### Signal wires on met1

(2 px per um) Supply wires on this layer in gray.
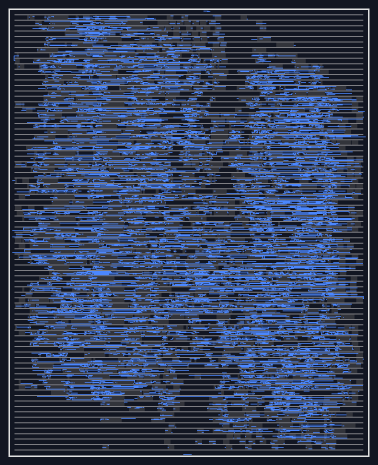
### M2 wires

(2 px per um)
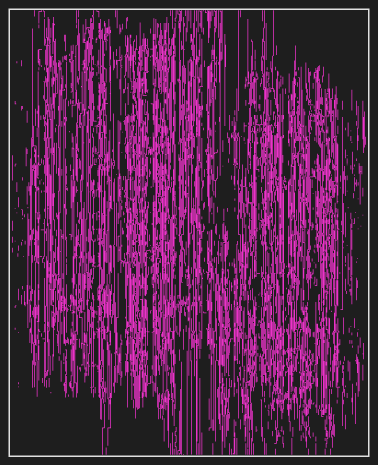
### Met3 routing

(2 px per um)
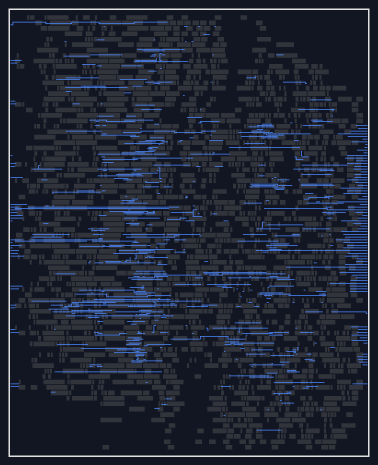
### Signal wires on met4

(1.5 px per um) Supply wires on this layer in gray.
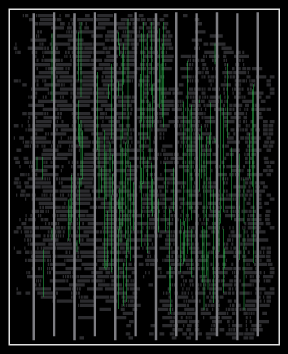
### Routing congestion

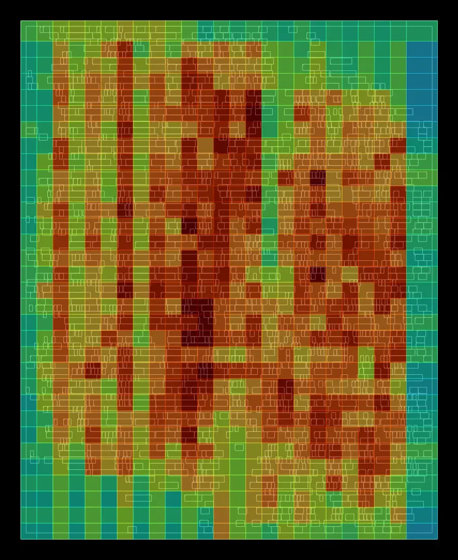
==> config.mk <==
export PLATFORM = sky130hd
export DESIGN_NAME = cpu_fetch
export DESIGN_NICKNAME = d
export VERILOG_FILES = /design/src/rtl/cpu_fetch.sv
export SDC_FILE = /design/constraint.sdc
export NUM_CORES = 1
export LEC_CHECK = 0
export CAP_MARGIN = 20
export CORE_ASPECT_RATIO = 1.25
export CORE_MARGIN = 2
export CORE_UTILIZATION = 45
export CTS_CLUSTER_SIZE = 24
export DETAILED_ROUTE_END_ITERATION = 10
export GPL_TIMING_DRIVEN = 0
export PLACE_DENSITY = 0.66
export SLEW_MARGIN = 20
export SYNTH_ARGS = -nofsm -noshare
export SYNTH_HDL_FRONTEND = slang
export SYNTH_SLANG_ARGS = --single-unit
==> constraint.sdc <==
create_clock -name clk_i -period 15.72 [get_ports clk_i]
set_clock_uncertainty 0.15 [all_clocks]
set_input_delay 1.572 -clock clk_i [delete_from_list [all_inputs] [get_ports clk_i]]
set_output_delay 1.572 -clock clk_i [all_outputs]
set_load 0.01 [all_outputs]
==> summary.rpt <==
RUN METRICS
----------------------------------------------------
[Run status]
  Outcome ........................ complete, no violations

[Power]
  Peak supply drop ........................ 0.0597 mV
  Power density relative to cell area ........................ roughly 110 nW/um^2
  Leak Pwr ........................ a little under 7 nW
  Net Sw Frac ........................ 0.296
  Logic power comb ........................ about 0.00047 W

[Global routing]
  Number of global-route vias before repair ........................ approximately 15k
  Total congestion overflow ........................ 0
  Pin count of the biggest net entering global routing ........................ 14
  Number of antenna violations at the first check in global routing ........................ 0

[Route]
  1st-iter DRT viols ........................ roughly 1.5k
  Met2 WL post-DR ........................ roughly 30000 um
  Via density per instance ........................ about 6.2
  Drt first pass iters ........................ 9

[Worst hold path]
  Worst hold path class ........................ flip-flop to flip-flop
  Number of cells on the worst hold path ........................ 2

[Placed design]
  Final Wtd Congestion ........................ roughly 0.96
  DP Worst Slack ........................ ~8.2 ns

[Layout]
  Multi-input gate share of total cell area ........................ 0.427
  Fraction of area in registers ........................ 0.365
  Synth-to-layout area growth ........................ 20.7%
  Share of layout cells above drive strength 1 ........................ 0.104
  Post-layout net count ........................ between 2k and 2.5k
  Count of fill cells added during filler insertion ........................ around 3.4k

[Synthesis]
  Synth Seq Share ........................ 0.441
  Top non-seq family ........................ multiplexers

[Worst setup path]
  Category of the most critical setup path ........................ flip-flop to flip-flop
  Kind of end point of the critical path ........................ flip-flop
  Worst-case reg-to-reg path depth ........................ 23
  Required time of the worst setup path ........................ 16.00 ns
  Critical path arrival ........................ 7.92 ns

[Final timing]
  Final number of max-transition violations ........................ 0
  Final setup violation count ........................ 0
  Actual slew at the worst max-slew pin ........................ 1.07 ns
  Post-Route Setup TNS ........................ 0 ns

[Clock tree]
  H-tree levels ........................ 2
  Number of buffers between clock root and the deepest sink ........................ 3
  Clock input transition at the sequential cells of the worst setup and hold paths ........................ roughly 0.060 ns

[Floorplanning]
  Number of top-level design ports ........................ between 150 and 200
  Standard cell core area ........................ 37900 sq um
  Chip footprint ........................ between 30000 and 40000 sq um

[Run]
  Total of max-cap violations ........................ 0

----------------------------------------------------
Notes on 'Signal wires on met1' above:
- nets with wire on the layer: 1902
- longest straight run: 49.7 um
- share of all routed wire: 35%
- wire length on this layer: 21.1 mm
vias after detailed routing: 15.3k
total wire length after detailed routing: 59800 um
GR Util met1: 0.339

Notes on 'M2 wires' above:
- main direction: vertical
- wire length on this layer: 29.9 mm
- longest straight run: 122 um
met2 routing resource usage after global routing: 0.515

Notes on 'Met3 routing' above:
- wire length on this layer: 4550 um
- longest straight run: 76.8 um
- main direction: horizontal
- nets with wire on the layer: 361
met3 global-route usage: 0.0462

Notes on 'Signal wires on met4' above:
- nets with wire on the layer: 82
- wire length on this layer: 4240 um
- main direction: vertical
- share of all routed wire: 7.1%

Notes on 'Routing congestion' above:
Most Used Layer, Global Route: met2
global routing usage summed across all routing layers: 0.298

[synth_stat cells, types with 25 or more instances]
cell,instances,area share
sky130_fd_sc_hd__a211oi_1,40,0.017
sky130_fd_sc_hd__a21oi_1,222,0.065
sky130_fd_sc_hd__a221oi_1,25,0.013
sky130_fd_sc_hd__clkbuf_1,120,0.026
sky130_fd_sc_hd__dfxtp_1,187,0.22
sky130_fd_sc_hd__edfxtp_1,128,0.22
sky130_fd_sc_hd__inv_1,43,0.0094
sky130_fd_sc_hd__mux2i_1,67,0.039
sky130_fd_sc_hd__mux4_2,92,0.12
sky130_fd_sc_hd__nand2_1,202,0.044
sky130_fd_sc_hd__nor2_1,222,0.048
sky130_fd_sc_hd__nor3_1,28,0.0081
sky130_fd_sc_hd__o21ai_0,54,0.016
sky130_fd_sc_hd__or4_1,25,0.011
[critical path, delay by kind of cell (launching register included)]
kind,cells,cell delay (ns)
xor+xnor,1,0.19
fa+ha+maj,3,1.14
buf+inv,5,1.60
flops,1,0.30
compound gates,7,1.97
mux,2,0.96
simple gates,5,1.22
[stage by stage]
| stage | hold slack (ns) | util | total power (W) | cell area (sq um) |
|---|---|---|---|---|
| 2_1_floorplan | 0.281 | - | 0.00124 | 17200 |
| 3_3_place_gp | 0.288 | 0.513 | 0.00142 | 19400 |
| 3_5_place_dp | 0.292 | 0.517 | 0.00143 | 19600 |
| 4_1_cts | 0.302 | 0.548 | 0.00227 | 20800 |
| 5_1_grt | 0.322 | 0.548 | 0.00235 | 20800 |
| 6_report | 0.299 | 0.548 | 0.00227 | 20800 |
[layer usage]
metal | global-route usage | vias up
met5 | 0 | -
met4 | 0.190 | 0
met3 | 0.0462 | 229
met2 | 0.515 | 835
met1 | 0.339 | 7332
li1 | - | 6931
No activity file was given, so power comes from the tool's default toggle rates.
